## config.mk

```make
export PLATFORM = sky130hd
export DESIGN_NAME = dly_update_sched_flat
export DESIGN_NICKNAME = d
export VERILOG_FILES = /design/src/rtl/dly_update_sched_if.sv /design/src/rtl/dly_update_sched.sv /design/src/flat_wrapper.sv
export SDC_FILE = /design/constraint.sdc
export NUM_CORES = 1
export LEC_CHECK = 0
export CORE_MARGIN = 1
export CORE_UTILIZATION = 45
export DETAILED_ROUTE_END_ITERATION = 8
export PLACE_DENSITY = 0.65
export SLEW_MARGIN = 20
export SYNTH_ARGS = -nofsm -noshare
export SYNTH_HDL_FRONTEND = slang
export SYNTH_SLANG_ARGS = --single-unit
```

## constraint.sdc

```tcl
create_clock -name clk -period 3.4 [get_ports clk]
set_clock_uncertainty 0.15 [all_clocks]
set_input_delay 0.34 -clock clk [delete_from_list [all_inputs] [get_ports clk]]
set_output_delay 0.34 -clock clk [all_outputs]
set_load 0.02 [all_outputs]
```

## src/rtl/dly_update_sched_if.sv

```systemverilog
// Request/commit bundle for dly_update_sched.
// master = stimulus side, slave = scheduler.
interface dly_update_sched_if #(
  parameter int WIDTH   = 32,
  parameter int DELAY_W = 8,
  parameter int NSLOTS  = 4
);
  localparam int CW = $clog2(NSLOTS) + 1;

  logic               req_valid;
  logic               req_ready;
  logic [WIDTH-1:0]   req_data;
  logic [DELAY_W-1:0] req_delay;
  logic [WIDTH-1:0]   out_data;
  logic               out_update;
  logic [CW-1:0]      pending_cnt;
  logic               drop_err;

  modport master (
    output req_valid, req_data, req_delay,
    input  req_ready, out_data, out_update, pending_cnt, drop_err
  );

  modport slave (
    input  req_valid, req_data, req_delay,
    output req_ready, out_data, out_update, pending_cnt, drop_err
  );
endinterface

```

## src/rtl/dly_update_sched.sv

```systemverilog
// Cycle-based scheduler committing delayed writes to one target register.
// Define DLY_UPDATE_SCHED_INERTIAL_EN for inertial (cancel-on-new-request) mode.
module dly_update_sched #(
  parameter int               WIDTH     = 32,
  parameter int               DELAY_W   = 8,
  parameter int               NSLOTS    = 4,
  parameter logic [WIDTH-1:0] RESET_VAL = '0
) (
  input  logic             clk,
  input  logic             rst,
  dly_update_sched_if.slave bus
);
  localparam int IW = $clog2(NSLOTS);
  localparam int CW = IW + 1;

  logic [NSLOTS-1:0]  valid_q, valid_d;
  logic [DELAY_W-1:0] count_q [NSLOTS];
  logic [DELAY_W-1:0] count_d [NSLOTS];
  // older_q[i][j] is set when slot i was accepted before slot j.
  logic [NSLOTS-1:0]  older_q [NSLOTS];
  logic [NSLOTS-1:0]  older_d [NSLOTS];
  logic [WIDTH-1:0]   data_q  [NSLOTS];

  logic [WIDTH-1:0]   out_data_q, out_data_d;
  logic               out_update_q, out_update_d;
  logic [CW-1:0]      pending_cnt_q, pending_cnt_d;
  logic               drop_err_q, drop_err_d;
  logic               req_ready_q, req_ready_d;

  logic [NSLOTS-1:0]  fire;
  logic [NSLOTS-1:0]  young;
  logic               accept;
  logic               have_free;
  logic [IW-1:0]      load_idx;
  logic [WIDTH-1:0]   win_data;

  assign accept = bus.req_valid && req_ready_q;

  // NOTE: every always_comb output gets a default first so no path can infer a latch.
  always_comb begin
    fire  = '0;
    young = '0;
    for (int i = 0; i < NSLOTS; i++) begin
      fire[i] = valid_q[i] && (count_q[i] == '0);
    end
    // A firing slot wins only if no other firing slot is younger.
    for (int i = 0; i < NSLOTS; i++) begin
      young[i] = fire[i];
      for (int j = 0; j < NSLOTS; j++) begin
        if (j != i && fire[j] && !older_q[j][i]) young[i] = 1'b0;
      end
    end
    win_data = out_data_q;
    for (int i = 0; i < NSLOTS; i++) begin
      if (young[i]) win_data = data_q[i];
    end
  end

  always_comb begin
    valid_d   = valid_q;
    count_d   = count_q;
    older_d   = older_q;
    have_free = 1'b0;
    load_idx  = '0;

    for (int i = 0; i < NSLOTS; i++) begin
      if (fire[i]) begin
        valid_d[i] = 1'b0;
      end else if (valid_q[i]) begin
        count_d[i] = count_q[i] - DELAY_W'(1);
      end
    end

`ifdef DLY_UPDATE_SCHED_INERTIAL_EN
    // Every accepted request cancels all pending ones, so slot 0 is always used.
    have_free = 1'b1;
    if (accept) valid_d = '0;
`else
    // Slots freed on this edge are not offered until the next one.
    for (int i = NSLOTS - 1; i >= 0; i--) begin
      if (!valid_q[i]) begin
        have_free = 1'b1;
        load_idx  = IW'(i);
      end
    end
`endif

    if (accept && have_free) begin
      valid_d[load_idx] = 1'b1;
      count_d[load_idx] = bus.req_delay;
      for (int j = 0; j < NSLOTS; j++) older_d[j][load_idx] = 1'b1;
      older_d[load_idx] = '0;
    end
  end

  always_comb begin
    out_data_d   = (|fire) ? win_data : out_data_q;
    out_update_d = |fire;
    drop_err_d   = drop_err_q | (bus.req_valid & ~req_ready_q);
    pending_cnt_d = '0;
    for (int i = 0; i < NSLOTS; i++) begin
      if (valid_d[i]) pending_cnt_d = pending_cnt_d + CW'(1);
    end
`ifdef DLY_UPDATE_SCHED_INERTIAL_EN
    req_ready_d = 1'b1;
`else
    req_ready_d = ~(&valid_d);
`endif
  end

  // NOTE: sequential state uses non-blocking assignments so all flops sample pre-edge values.
  always_ff @(posedge clk) begin
    if (rst) begin
      valid_q       <= '0;
      out_data_q    <= RESET_VAL;
      out_update_q  <= 1'b0;
      pending_cnt_q <= '0;
      drop_err_q    <= 1'b0;
      req_ready_q   <= 1'b1;
      for (int i = 0; i < NSLOTS; i++) begin
        count_q[i] <= '0;
        older_q[i] <= '0;
      end
    end else begin
      valid_q       <= valid_d;
      count_q       <= count_d;
      older_q       <= older_d;
      out_data_q    <= out_data_d;
      out_update_q  <= out_update_d;
      pending_cnt_q <= pending_cnt_d;
      drop_err_q    <= drop_err_d;
      req_ready_q   <= req_ready_d;
    end
  end

  // NOTE: payload storage is not reset; a slot's data is only read while valid_q marks it occupied.
  always_ff @(posedge clk) begin
    if (accept && have_free) data_q[load_idx] <= bus.req_data;
  end

  assign bus.out_data    = out_data_q;
  assign bus.out_update  = out_update_q;
  assign bus.pending_cnt = pending_cnt_q;
  assign bus.drop_err    = drop_err_q;
  assign bus.req_ready   = req_ready_q;
endmodule
```

## src/flat_wrapper.sv

```systemverilog
// flat-port wrapper written by rule: the top's interface ports become plain ports
module dly_update_sched_flat 
#(
  parameter int               WIDTH     = 32,
  parameter int               DELAY_W   = 8,
  parameter int               NSLOTS    = 4,
  parameter logic [WIDTH-1:0] RESET_VAL = '0
)
  (clk, rst, bus_req_valid, bus_req_data, bus_req_delay, bus_req_ready, bus_out_data, bus_out_update, bus_pending_cnt, bus_drop_err);
  dly_update_sched_if #(.WIDTH(WIDTH), .DELAY_W(DELAY_W), .NSLOTS(NSLOTS)) bus_i ();
  input  logic clk;
  input  logic rst;
  input wire logic [$bits(bus_i.req_valid)-1:0] bus_req_valid;
  input wire logic [$bits(bus_i.req_data)-1:0] bus_req_data;
  input wire logic [$bits(bus_i.req_delay)-1:0] bus_req_delay;
  output wire logic [$bits(bus_i.req_ready)-1:0] bus_req_ready;
  output wire logic [$bits(bus_i.out_data)-1:0] bus_out_data;
  output wire logic [$bits(bus_i.out_update)-1:0] bus_out_update;
  output wire logic [$bits(bus_i.pending_cnt)-1:0] bus_pending_cnt;
  output wire logic [$bits(bus_i.drop_err)-1:0] bus_drop_err;
  assign bus_i.req_valid = bus_req_valid;
  assign bus_i.req_data = bus_req_data;
  assign bus_i.req_delay = bus_req_delay;
  assign bus_req_ready = bus_i.req_ready;
  assign bus_out_data = bus_i.out_data;
  assign bus_out_update = bus_i.out_update;
  assign bus_pending_cnt = bus_i.pending_cnt;
  assign bus_drop_err = bus_i.drop_err;
  dly_update_sched #(.WIDTH(WIDTH), .DELAY_W(DELAY_W), .NSLOTS(NSLOTS), .RESET_VAL(RESET_VAL)) u_core (.clk(clk), .rst(rst), .bus(bus_i));
endmodule
```

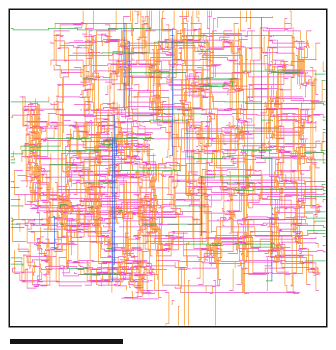
Fig. 1. Wiring by layer (run 1).
Scale bar: 50 um.
layer	color	wire length
met2	orange	10000 um
met1	magenta	8970 um
met3	green	1200 um
met4	blue	435 um

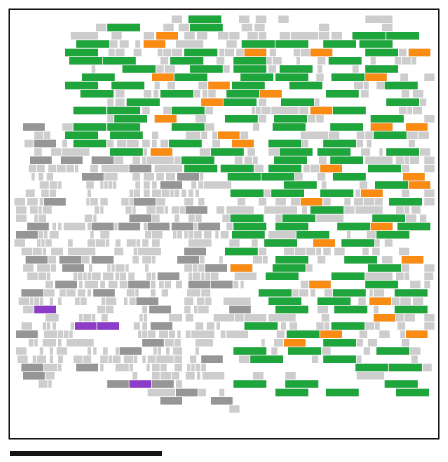
Fig. 2. Sequential cells grouped by signal name (run 1).
Scale bar: 50 um. Other sequential cells in the stronger gray, the rest of the logic in the fainter gray.
netlist name	color	placed flops
u_core.bus.out_data	orange	32
u_core.data_q	green	128
u_core.valid_q	purple	4
not colored	50

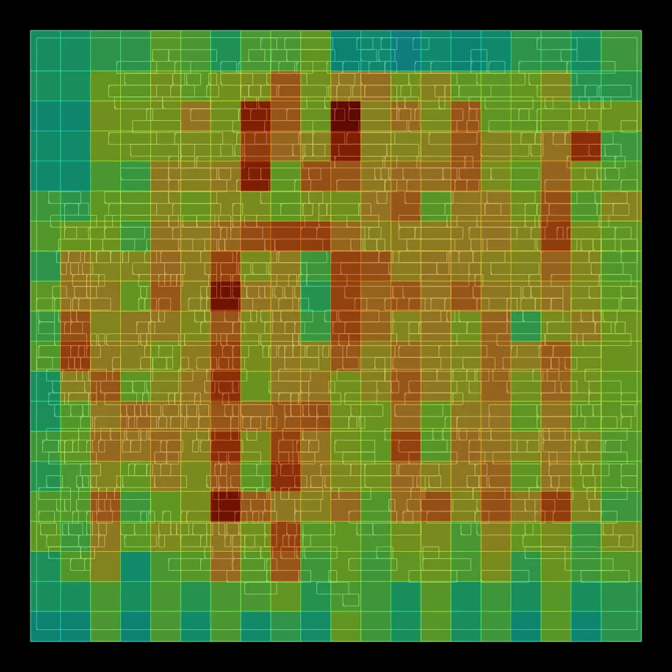
Fig. 3. Routing congestion map (run 1).
Core Util, Final: 55.6%
GR peak layer: met2

==> results.py, run 1 <==
# Synthesis and PnR figures
metrics = {
    "sta": {
        "setup_ws_ns": 0.469,
        "fin_hold_ws_ns": 0.152,
        "final-max-slew-violation-count": 0,
        "rsz0062_at_grt": "no",
    },
    "route": {
        "vias_per_cell": 5.81,
        "drc": 0,
        "met3WireLength_mm": 1.20,
        "wl_met1_mm": 8.97,
        "drtPass1Iterations": 5,
    },
    "synthesis": {
        "synth_seq_share_pct": 64.6,
        "top_cells_by_area": "edfxtp_1, dfxtp_1, a221oi_1, a22oi_1, o31ai_1",
        "largest_area_cell": "edfxtp_1",
        "yosys_most_used_dff": "edfxtp_1",
        "ys_chip_area_mm2": 0.00862,
        "adder_share_pct": 1.16,
        "muxShareOfSynthArea_pct": 0.697,
        "ys_sh_aoi_pct": 15.6,
        "synthDominantCellAreaShare_pct": 44.6,
        "synthXorXnorAreaFrac_pct": 2.54,
        "yosys_cells": 696,
        "synthCells": 696,
        "edf_count": 128,
        "postSynthAreaPerCell_um2": 12.4,
        "async_flop_share_pct": 0,
        "top_cells_by_count": "edfxtp_1, dfxtp_1, nor2_1, nor2b_1",
        "synth.yosys.warnings": 0,
        "synth_cell_type_count": 53,
    },
    "final_layout": {
        "flops": 214,
        "comb_share_pct": 26.7,
        "layout_top_cell": "edfxtp_1",
        "largest_reg_flops": 128,
        "clock_buffers": 30,
        "n_all_inverters": 22,
        "layout.cells.non_filler": 1026,
        "bufAreaShareNonClock_pct": 9.60,
        "comb_area_mm2": 0.00278,
        "top_register": "u_core.data_q",
    },
    "outcome": {
        "outcome": "finished, final reports clean",
    },
    "grt": {
        "grt_pass1_vias": 6015,
        "grt_overflow": 0,
        "grt_pass1_wl_mm": 32.7,
        "grt_use_met1_pct": 28.3,
        "grt_usage_pct": 21.4,
    },
    "power": {
        "powerClk_uw": 2350,
        "combinationalPower_uw": 717,
        "leakage_uw": 0.00362,
        "cellPowerDensity_mw_per_mm2": 579,
        "combPwrFrac_pct": 11.9,
        "worst_ir_drop_vdd_uv": 350,
        "p_sw_uw": 1480,
        "p_int_uw": 4560,
        "power_leader": "registers",
        "seqPwrFrac_pct": 49.3,
    },
    "floorplan": {
        "initCoreUtil_pct": 45.9,
        "chipArea_mm2": 0.0197,
        "boundaryPins": 81,
    },
    "placed_design": {
        "place_congestion": 0.869,
        "dp_cells": 984,
        "hpwl_mm": 12.1,
    },
    "clock_tree": {
        "htree_levels": 1,
        "clk_path_buf_depth": 3,
        "cts_setup_buffers": 0,
        "postCtsResizedCells": 0,
        "cts_buffers": 23,
    },
    "critical_path": {
        "path_delay_family": "simple AND/OR/NAND/NOR gates",
        "crit_required_ns": 3.63,
        "worstSetupStartpointType": "register",
        "cp_num_buf_inv": 0,
        "crit_arrival_ns": 3.16,
    },
    "flow_run": {
        "warnings": 28,
    },
    "hold_path": {
        "holdPathStages": 2,
        "hold_path_startpoint": "rst",
    },
}
==> run 2: changes to the inputs <==
--- a/config.mk
+++ b/config.mk
@@ -9,6 +9,7 @@
 export CORE_UTILIZATION = 45
 export DETAILED_ROUTE_END_ITERATION = 8
 export PLACE_DENSITY = 0.65
+export SKIP_LAST_GASP = 1
 export SLEW_MARGIN = 20
 export SYNTH_ARGS = -nofsm -noshare
 export SYNTH_HDL_FRONTEND = slang
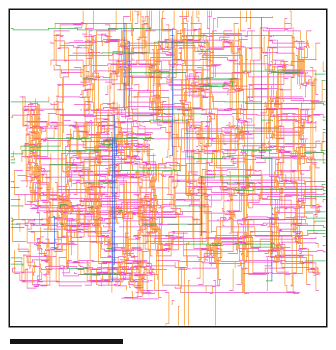
Fig. 4. Wiring by layer (run 2).
Scale bar: 50 um.
layer	color	wire length
met2	orange	10000 um
met4	blue	435 um
met1	magenta	8970 um
met3	green	1200 um

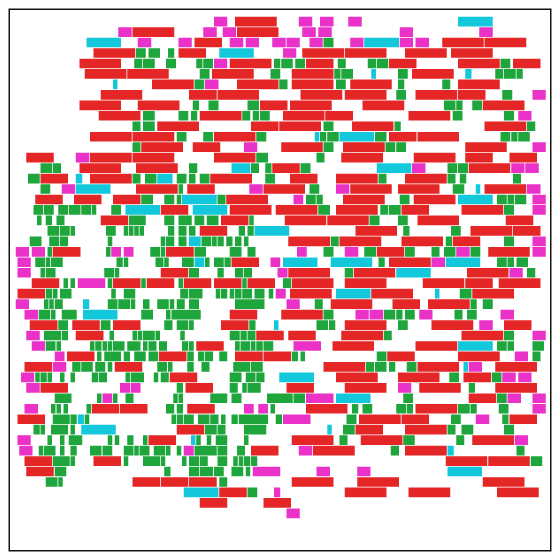
Fig. 5. Placement by cell class (run 2).
class	color	cells	share of their area
clock drivers and dummy loads	cyan	42	7.0%
all other logic	green	437	28%
flip-flops	red	214	55%
other buffers and delay cells	magenta	99	9.9%

==> run 2 against run 1 <==
Area after synthesis unchanged. Total power unchanged. First-iteration DRC count unchanged. Critical path depth unchanged. Die area unchanged. Synthesized cell count unchanged.
==> results.py, run 2 <==
# Synthesis and PnR figures
metrics = {
    "clock_tree": {
        "cts_buffers": 23,
        "cts_tree": "built",
        "cts_root_buffer": "clkbuf_16",
        "postCtsResizedCells": 0,
        "cts_setup_buffers": 0,
        "clk_path_buf_depth": 3,
        "clkLatencyLatePin_ns": 0.51,
    },
    "sta": {
        "final-max-slew-violation-count": 0,
        "timing.setup.tns_ns": 0,
        "fmax_mhz": 341,
        "rsz0062_at_grt": "no",
        "setup_ws_ns": 0.469,
        "fin_hold_ws_ns": 0.152,
    },
    "hold_path": {
        "hold_path.class": "in2reg",
        "holdPathStages": 2,
        "hold_path_startpoint": "rst",
    },
    "power": {
        "combinationalPower_uw": 717,
        "p_sw_uw": 1480,
        "combPwrFrac_pct": 11.9,
        "power_leader": "registers",
        "powerClk_uw": 2350,
        "worst_ir_drop_vdd_uv": 350,
        "power_frac_clock_pct": 38.9,
        "leakage_uw": 0.00362,
        "p_int_uw": 4560,
        "cellPowerDensity_mw_per_mm2": 579,
        "seqPwrFrac_pct": 49.3,
    },
    "placed_design": {
        "dp_cells": 984,
        "hpwl_mm": 12.1,
        "place_congestion": 0.869,
    },
    "floorplan": {
        "boundaryPins": 81,
        "chipArea_mm2": 0.0197,
        "initCoreUtil_pct": 45.9,
    },
    "critical_path": {
        "crit_slowest_cell": "or4_1",
        "crit_required_ns": 3.63,
        "crit_arrival_ns": 3.16,
        "worstSetupStartpointType": "register",
        "path_delay_family": "simple AND/OR/NAND/NOR gates",
        "cp_num_buf_inv": 0,
    },
    "synthesis": {
        "synthCells": 696,
        "synth_cell_type_count": 53,
        "top_cells_by_count": "edfxtp_1, dfxtp_1, nor2_1, nor2b_1",
        "postSynthAreaPerCell_um2": 12.4,
        "synthXorXnorAreaFrac_pct": 2.54,
        "adder_share_pct": 1.16,
        "synthDominantCellAreaShare_pct": 44.6,
        "yosys_cells": 696,
        "largest_area_cell": "edfxtp_1",
        "async_flop_share_pct": 0,
        "edf_count": 128,
        "ys_sh_aoi_pct": 15.6,
        "top_cells_by_area": "edfxtp_1, dfxtp_1, a221oi_1, a22oi_1, o31ai_1",
        "ys_chip_area_mm2": 0.00862,
        "topCombFamilyByArea": "AND-OR/OR-AND gates",
        "numSynthFlops": 214,
        "yosys_most_used_dff": "edfxtp_1",
        "synth.yosys.warnings": 0,
        "synth_seq_share_pct": 64.6,
    },
    "final_layout": {
        "comb_area_mm2": 0.00278,
        "comb_share_pct": 26.7,
        "layout.cells.non_filler": 1026,
        "seq_area_mm2": 0.00557,
        "bufAreaShareNonClock_pct": 9.60,
        "top_register": "u_core.data_q",
        "largest_reg_flops": 128,
        "layout_top_cell": "edfxtp_1",
        "syn_to_final_growth_pct": 21.1,
        "flops": 214,
        "clkCellAreaFrac_pct": 6.76,
        "clock_buffers": 30,
        "n_all_inverters": 22,
        "utilization_pct": 55.6,
    },
    "grt": {
        "grt_use_met1_pct": 28.3,
        "grt_usage_pct": 21.4,
        "grt-busiest-layer": "met2",
        "grt_pass1_wl_mm": 32.7,
        "grt_overflow": 0,
        "grt_pass1_vias": 6015,
        "grt_use_met2_pct": 36.9,
    },
    "route": {
        "num_vias": 5963,
        "met3WireLength_mm": 1.20,
        "drtPass1Iterations": 5,
        "vias_per_cell": 5.81,
        "drc": 0,
        "wl_met1_mm": 8.97,
    },
    "outcome": {
        "outcome": "finished, final reports clean",
    },
    "flow_run": {
        "warnings": 28,
    },
}
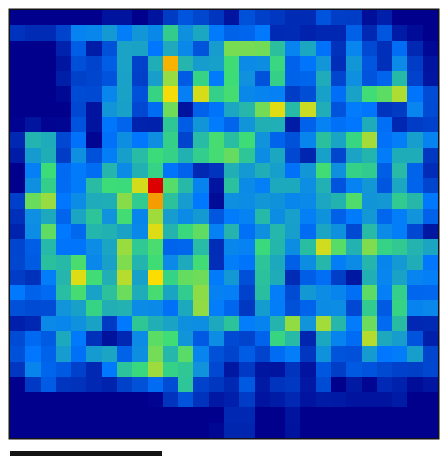
Fig. 6. Wire density map (run 2).
Scale bar: 50 um. The die is cut into 28 by 28 equal tiles; dark blue is low, red is high, scaled to the fullest tile. Values are wire area over tile area, all layers added.
tiles over half the peak	8.7%
mean over tiles	0.17
nearly empty tiles	13%
emptiest ninth of the die	top left
fullest tile	0.67

Power and IR drop assume default switching activity.
